`config.mk`:
```
export PLATFORM = sky130hd
export DESIGN_NAME = score_judge
export DESIGN_NICKNAME = d
export VERILOG_FILES = /design/src/rtl/score_judge.sv
export SDC_FILE = /design/constraint.sdc
export NUM_CORES = 1
export LEC_CHECK = 0
export CELL_PAD_IN_SITES_DETAIL_PLACEMENT = 2
export CELL_PAD_IN_SITES_GLOBAL_PLACEMENT = 2
export CORE_UTILIZATION = 34
export DETAILED_ROUTE_END_ITERATION = 16
export PLACE_DENSITY = 0.88
export SYNTH_ARGS = -nofsm -noshare
export SYNTH_HDL_FRONTEND = slang
export SYNTH_SLANG_ARGS = --single-unit
```
`constraint.sdc`:
```
create_clock -name C -period 2.2 [get_ports C]
set_clock_uncertainty 0.15 [all_clocks]
set_input_delay 0.33 -clock C [delete_from_list [all_inputs] [get_ports C]]
set_output_delay 0.33 -clock C [all_outputs]
set_load 0.05 [all_outputs]
```
`src/rtl/score_judge.sv`:
```
// Note judgment and scoring stage: grades key presses against note arrival,
// tracks a saturating combo and produces the next score register value.
module score_judge #(
  parameter int PERFECT_WIN = 4,
  parameter int GOOD_WIN    = 12,
  parameter int MISS_WIN    = 20,
  parameter int PERFECT_PTS = 3,
  parameter int GOOD_PTS    = 1,
  parameter int COMBO_BONUS = 8
) (
  input  logic       C,
  input  logic       INIT,
  input  logic       note_hit,
  input  logic       key_press,
  output logic [7:0] I_next,
  output logic       score_load,
  output logic [1:0] grade,
  output logic       grade_valid,
  output logic [3:0] combo
);

  localparam logic [1:0] IDLE   = 2'd0;
  localparam logic [1:0] OPEN   = 2'd1;
  localparam logic [1:0] UPDATE = 2'd2;

  localparam logic [1:0] G_PERFECT = 2'b01;
  localparam logic [1:0] G_GOOD    = 2'b10;
  localparam logic [1:0] G_MISS    = 2'b11;

  localparam logic [7:0] P_WIN = 8'(PERFECT_WIN);
  localparam logic [7:0] G_WIN = 8'(GOOD_WIN);
  localparam logic [7:0] M_WIN = 8'(MISS_WIN);
  localparam logic [8:0] P_PTS = 9'(PERFECT_PTS);
  localparam logic [8:0] G_PTS = 9'(GOOD_PTS);
  localparam logic [3:0] C_BON = 4'(COMBO_BONUS);

  logic [1:0] state;
  logic [7:0] cnt;
  logic [1:0] g;
  logic       pending;
  logic [1:0] key_grade;
  logic [8:0] sum;
  logic [7:0] sat;

  always_comb begin
    key_grade = G_MISS;
    if (cnt <= P_WIN)
      key_grade = G_PERFECT;
    else if (cnt <= G_WIN)
      key_grade = G_GOOD;
  end

  // bonus uses the combo value before this hit is counted
  always_comb begin
    sum = {1'b0, I_next}
        + ((g == G_PERFECT) ? P_PTS : G_PTS)
        + {8'd0, (combo >= C_BON)};
    sat = sum[8] ? 8'hff : sum[7:0];
  end

  always_ff @(posedge C or posedge INIT) begin
    if (INIT) begin
      state       <= IDLE;
      cnt         <= 8'd0;
      g           <= 2'b00;
      pending     <= 1'b0;
      I_next      <= 8'd0;
      combo       <= 4'd0;
      grade       <= 2'b00;
      score_load  <= 1'b0;
      grade_valid <= 1'b0;
    end else begin
      score_load  <= 1'b0;
      grade_valid <= 1'b0;
      unique case (state)
        IDLE: begin
          if (note_hit && key_press) begin
            g     <= G_PERFECT;
            state <= UPDATE;
          end else if (note_hit) begin
            cnt   <= 8'd0;
            state <= OPEN;
          end
        end
        OPEN: begin
          if (key_press) begin
            g       <= key_grade;
            pending <= pending | note_hit;
            state   <= UPDATE;
          end else if (note_hit) begin
            g       <= G_MISS;
            pending <= 1'b1;
            state   <= UPDATE;
          end else if (cnt == M_WIN) begin
            g     <= G_MISS;
            state <= UPDATE;
          end else begin
            cnt <= cnt + 8'd1;
          end
        end
        UPDATE: begin
          grade       <= g;
          score_load  <= 1'b1;
          grade_valid <= 1'b1;
          if (g == G_MISS) begin
            combo <= 4'd0;
          end else begin
            I_next <= sat;
            combo  <= (combo == 4'd15) ? 4'd15 : combo + 4'd1;
          end
          // a note arriving during UPDATE opens its window on this edge
          if (pending || note_hit) begin
            cnt     <= 8'd0;
            pending <= 1'b0;
            state   <= OPEN;
          end else begin
            state <= IDLE;
          end
        end
        default: state <= IDLE;
      endcase
    end
  end

endmodule
```
==> flow_summary.json, run 1 <==
{
  "status": "completed",
  "common_cells": "dfrtp_1 (28), nand2_1 (18), inv_1 (13), o21ai_0 (9), nand3_1 (8)",
  "dr_wl_met3_um": 203,
  "antenna_cells": 0,
  "numSynthFlops": 28,
  "max_cap_viol_count": 0,
  "synth_nets": 169,
  "grt_max_degree": 29,
  "p_int_uw": 1350,
  "htreeDepth": 1,
  "initial_core_util": 0.365,
  "period_used_share": 0.966,
  "viasPerCell": 5.69,
  "coreArea_um2": 4120,
  "slowest_stage": "or4_1",
  "fin_cells": 243,
  "tool_warnings": 29,
  "path_max_fanout": 5,
  "cts-root-buf": "clkbuf_8",
  "placed_cells": 237,
  "power_uw": 2550,
  "fmax_ghz": 0.470,
  "ys_types": 42,
  "yosys-top-cells-area": "dfrtp_1 (47%), ha_1 (5.0%), nand2_1 (4.5%)",
  "critPathCaptureType": "register",
  "max_stage_delay_ps": 440,
  "combPwrFrac": 0.515,
  "grt_pass1_wl_um": 8110,
  "ys_cells": 158,
  "ys_warn_count": 0,
  "cts_sinks": 28,
  "path_class": "reg -> reg",
  "synth_area_per_cell_um2": 9.50,
  "die_x_um": 68.5,
  "cts-buffers-inserted": 3,
  "ctsHoldBuffers": 0,
  "dr.pass1.iters": 4,
  "crit_chain": "nand2b_1, inv_1, ha_1, nor2b_2, o21ai_1, or4_1, nand3_1",
  "dpl_cell_area_um2": 1840,
  "dp_hpwl_um": 3390,
  "overflow": 0,
  "area_growth_pct": 29.2,
  "power.share.sequential": 0.312,
  "clockPowerShare": 0.173,
  "wl_met1_um": 2220,
  "clock_latency_ps": 300,
  "power.switching_uw": 1200,
  "swShare": 0.470,
  "drtIter0Drc": 58,
  "critPathRequiredTime_ps": 2280,
  "register_area_um2": 703,
  "synth-edff-count": 0,
  "fp.dieArea_um2": 4690,
  "yosys-stat-area_um2": 1500,
  "grt_util_all_layers": 0.248,
  "vdd_ir_drop_max_mv": 0.493,
  "leakage_uw": 0.000844,
  "synth_dominant_cell_count": "dfrtp_1",
  "cts_tree": "yes",
  "synth_cells": 158
}
run 1: metrics by stage:
stage	worst slack, ps	utilization
after CTS	43.1	0.467
after global routing	-4.46	0.472
after global placement	-102	0.446
after floorplan	37.0	-
after detailed placement	-169	0.446
final	73.7	0.472
run 1: sequential cells by signal (all words and copies together) (netlist names):
signal,cells
state,2
cnt,8
I_next,8
grade,2
grade_valid,1
combo,4
g,2
pending,1
run 1: routing by layer:
metal,track usage,up-vias
met1,0.280,707
met5,0,-
met2,0.468,31
met4,0.0755,0
met3,0.0400,11
li1,-,634
run 1: cells in the final DEF (no fill, tap or decap), drive strengths merged, types with 3 or more instances in the layout:
| cell | n |
|---|---|
| dfrtp | 28 |
| clkdlybuf4s50 | 19 |
| nand2 | 18 |
| buf | 15 |
| inv | 14 |
| o21ai | 9 |
| nand3 | 8 |
| a21oi | 7 |
| nor2 | 6 |
| a31oi | 6 |
| ha | 6 |
| nor2b | 6 |
| o211ai | 4 |
| nor3 | 4 |
| nand2b | 3 |
| nand4 | 3 |
| nand3b | 3 |
| o31ai | 3 |
| o22ai | 3 |
| clkbuf | 3 |
run 1: worst reg2reg max path: stages (launching register included):
cell	delay [ps]
dfrtp_1	430
nand2b_1	210
inv_1	70
ha_1	290
nor2b_2	200
o21ai_1	140
or4_1	440
nand3_1	130
run 1: cell families (layout without fill, tap and decap cells):
logic type | count (synthesis) | in the layout | share of synthesized area
buffers and inverters | 17 | 52 | 0.0458
AOI/OAI and AO/OA | 40 | 40 | 0.177
adders and majority gates | 7 | 7 | 0.0633
xor gates and xnor gates | 4 | 4 | 0.0233
and+or+nand+nor | 61 | 61 | 0.218
muxes | 1 | 1 | 0.00667
DFF | 28 | 28 | 0.467
run 1: area by class of cell:
type	instances	share of cell area
repair buffers	34	0.156
flip-flops and latches	28	0.362
clock inverters	1	0.0155
inverters	14	0.0271
well taps	50	0.0322
multi-input cells	113	0.386
clock buffers	3	0.0213
run 1: worst paths after layout:
path | end | from | slack (ps) | depth (start not counted)
max in group asynchronous | combo[3] | INIT | 1360 | 3
worst min register to register | grade[0] | grade[0] | 370 | 2
min in group C | grade[0] | grade[0] | 370 | 2
worst max register to register | I_next[5] | g[1] | 70 | 7
worst max-delay path | I_next[5] | g[1] | 70 | 7
worst min-delay path | cnt[4] | INIT | 240 | 3
run 1: power by group through the flow:
stage	Combinational [µW]	Sequential, µW	Clock, µW
after floorplan	457	1090	0
after global placement	1140	780	0
after detailed placement	1230	802	0
after CTS	1290	796	440
after global routing	1400	819	467
final	1310	796	442
run 1: timing repair:
item | in CTS | in global routing
endpoints found under the setup margin | 2 | 4
buffers inserted | 2 | 0
gates resized | 1 | 5
pin swaps | 1 | 0
Run 1, routing congestion map:
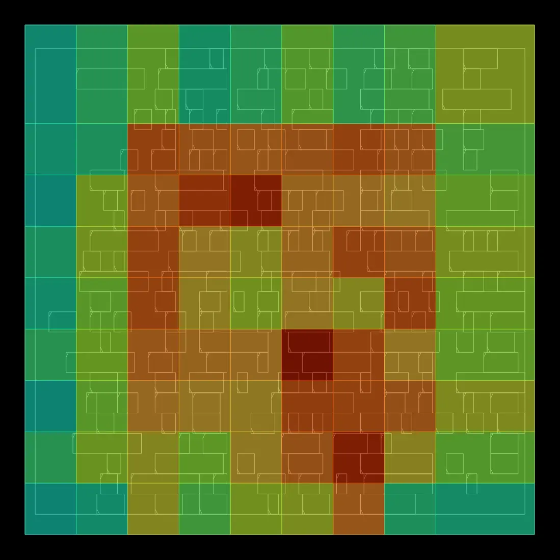
Finished Core Util: 0.472
WL per Instance: 22.1 µm

Run 1, close-up of the layout:
Window x 19 to 49, y 33 to 63 µm. Cells in gray, sequential cells in the stronger gray; small squares are vias.
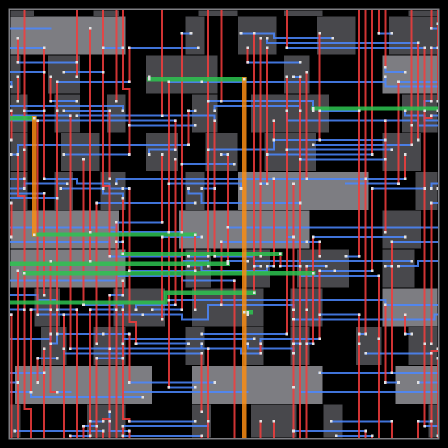
legend:
  met4:
    color: orange
  met2:
    color: red
  met1:
    color: blue
  met3:
    color: green
most frequent: dfrtp_1 (6)
sequential cells in the window: 7
netlist names of flops here include: cnt (5)
cells with their middle in the window: 52

Run 1, signal wires on met1:
(6 px per µm) Supply wires on this layer in gray.
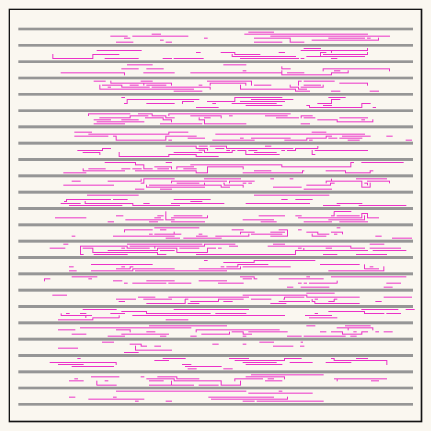
share of all routed wire: 41%
nets with wire on the layer: 183
wire length on this layer: 2220 µm
WL final: 5370 µm
GR Util met1: 0.280
routed vias: 1383

==> inputs of run 2 (changes only) <==
CORE_UTILIZATION = 38   (was 34)
DONT_BUFFER_PORTS = 1   (was unset)
PLACE_DENSITY = 0.85   (was 0.88)
==> flow_summary.json, run 2 <==
{
  "status": "completed",
  "fmax_ghz": 0.475,
  "yosysTopAreaCell": "dfrtp_1",
  "htreeDepth": 1,
  "synth_nets": 169,
  "drtIter0Drc": 55,
  "grt_max_degree": 19,
  "combPwrFrac": 0.461,
  "p_int_uw": 1250,
  "critical_path.startpoint": "state[1]",
  "cts-root-buf": "clkbuf_8",
  "coreArea_um2": 3720,
  "power.share.sequential": 0.359,
  "overflow": 0,
  "start_kind": "register",
  "final_common_cell": "dfrtp_1",
  "grt_util_all_layers": 0.262,
  "cts_sinks": 28,
  "max_cap_viol_count": 0,
  "path_class": "reg -> reg",
  "numSynthFlops": 28,
  "yosys-top-cells-area": "dfrtp_1 (47%), ha_1 (5.0%), nand2_1 (4.5%)",
  "worst_hold_path.num_cells": 3,
  "viasPerCell": 5.74,
  "grt_pass1_wl_um": 8070,
  "lay_top_cells": "dfrtp_1 (24), buf_4 (20), nand2_1 (18)",
  "clk_path_buf_depth": 2,
  "vdd_ir_drop_max_mv": 0.380,
  "wl_um": 5040,
  "fp.dieArea_um2": 4210,
  "hold_start": "key_press",
  "p_per_area_nw_per_um2": 1330,
  "ys_seq_share": 0.467,
  "die_height_um": 64.9,
  "period_needed_ps": 2100,
  "tool_warnings": 29,
  "synth_dominant_cell_count": "dfrtp_1",
  "common_cells": "dfrtp_1 (28), nand2_1 (18), inv_1 (13), o21ai_0 (9), nand3_1 (8)",
  "num_vias": 1309,
  "reg2reg_to": "cnt[6]",
  "cts_tree": "yes",
  "synth-edff-count": 0,
  "yosys-stat-area_um2": 1500,
  "critPathRequiredTime_ps": 2260,
  "antenna_cells": 0,
  "clockPowerShare": 0.180,
  "drc": 0,
  "critPathCaptureType": "register",
  "placed_cells": 222,
  "ys_cells": 158,
  "fin_setup_tns_ps": 0,
  "dp_hpwl_um": 3290,
  "area_growth_pct": 19.5,
  "ys_warn_count": 0,
  "worst-r2r-cell-count": 4,
  "power.switching_uw": 1140,
  "holdPathEnd": "g[1]",
  "fin_cells": 228,
  "top_regs": "I_next: 8 flops, cnt: 8 flops, combo: 4 flops",
  "period_used_share": 0.956,
  "rrSetupSlack_ps": 100,
  "dr.pass1.iters": 4,
  "leakage_uw": 0.000806,
  "r2r-start": "state[1]",
  "cts-buffers-inserted": 3,
  "swShare": 0.477,
  "initial_core_util": 0.404,
  "ys_types": 42,
  "synth_cells": 158,
  "path_max_fanout": 7,
  "synth_area_per_cell_um2": 9.50,
  "clock_latency_ps": 290,
  "die_x_um": 64.9,
  "avgRoutedWirePerCell_um": 22.1
}
[run 2: netlist changes by cell type in the layout (fill, tap and decap cells not counted), sizes merged]
cell	before	now
clkdlybuf4s50	19	0
dlygate4sd3	0	1
buf	15	20
[run 2: cell type report]
type | instances | area (µm²)
fillers | 406 | 1920
clock inverters | 1 | 30.0
multi-input cells | 113 | 744
well taps | 48 | 60.1
flip-flops and latches | 28 | 706
clock buffers | 3 | 41.3
repair buffers | 21 | 160
inverters | 14 | 52.6
[run 2: what timing repair did]
| item | 4_1_cts | 5_1_grt |
|---|---|---|
| hold buffers | 1 | 0 |
| endpoints found under the hold margin | 16 | 0 |
| cloned | 0 | 0 |
| pin swaps | 0 | 1 |
| gates resized | 1 | 6 |
| endpoints found under the setup margin | 1 | 7 |
| buffers inserted | 0 | 1 |
[run 2: per-layer routing]
metal,vias to the layer above,GRT usage,wire length (µm)
li1,609,-,-
met1,666,0.320,2180
met2,26,0.453,2620
met3,8,0.0475,146
met4,0,0.103,93
met5,-,0,0
[run 2: per-stage QoR]
stage	util	hold WS (ps)	total power, µW	setup WS (ps)	cell area [µm²]
floorplan	-	245	1540	37.0	1500
global placement	0.455	240	1810	184	1690
detailed placement	0.455	256	1900	50.2	1690
CTS	0.477	154	2380	4.22	1770
global route	0.483	170	2500	39.7	1790
finish	0.483	163	2390	96.5	1790
[run 2: worst max-delay path by stage]
stage / endpoint / depth (start not counted)
final: cnt[6] / 4
after global routing: cnt[6] / 6
after CTS: I_next[5] / 7
after detailed placement: I_next[1] / 5
after global placement: cnt[6] / 4
after floorplan: I_next[4] / 7
[run 2: logic make-up after synthesis]
| family | Yosys count | share of synthesized area |
|---|---|---|
| adders and majority gates | 7 | 0.0633 |
| AOI/OAI and AO/OA | 40 | 0.177 |
| buffers and inverters | 17 | 0.0458 |
| and+or+nand+nor | 61 | 0.218 |
| DFF | 28 | 0.467 |
| muxes | 1 | 0.00667 |
| xor gates and xnor gates | 4 | 0.0233 |
[run 2: power by group through the flow]
stage	Clock (µW)	Combinational [µW]	Sequential, µW
floorplan	0	457	1090
global placement	0	969	839
detailed placement	0	1040	858
CTS	435	1090	851
global route	445	1170	876
finish	430	1100	858
[run 2: critical path, cell delays in order, from the launching register on]
cell and delay, ps:
dfrtp_2 470, or4b_4 570, a21o_4 230, or4_1 500, o211ai_1 110
Run 2, routing congestion map:
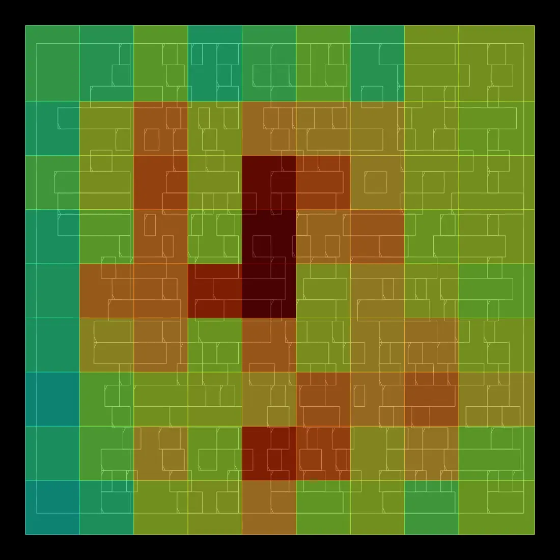
GR Util met1: 0.320
met3 usage: 0.0475

Power and IR drop assume default switching activity.
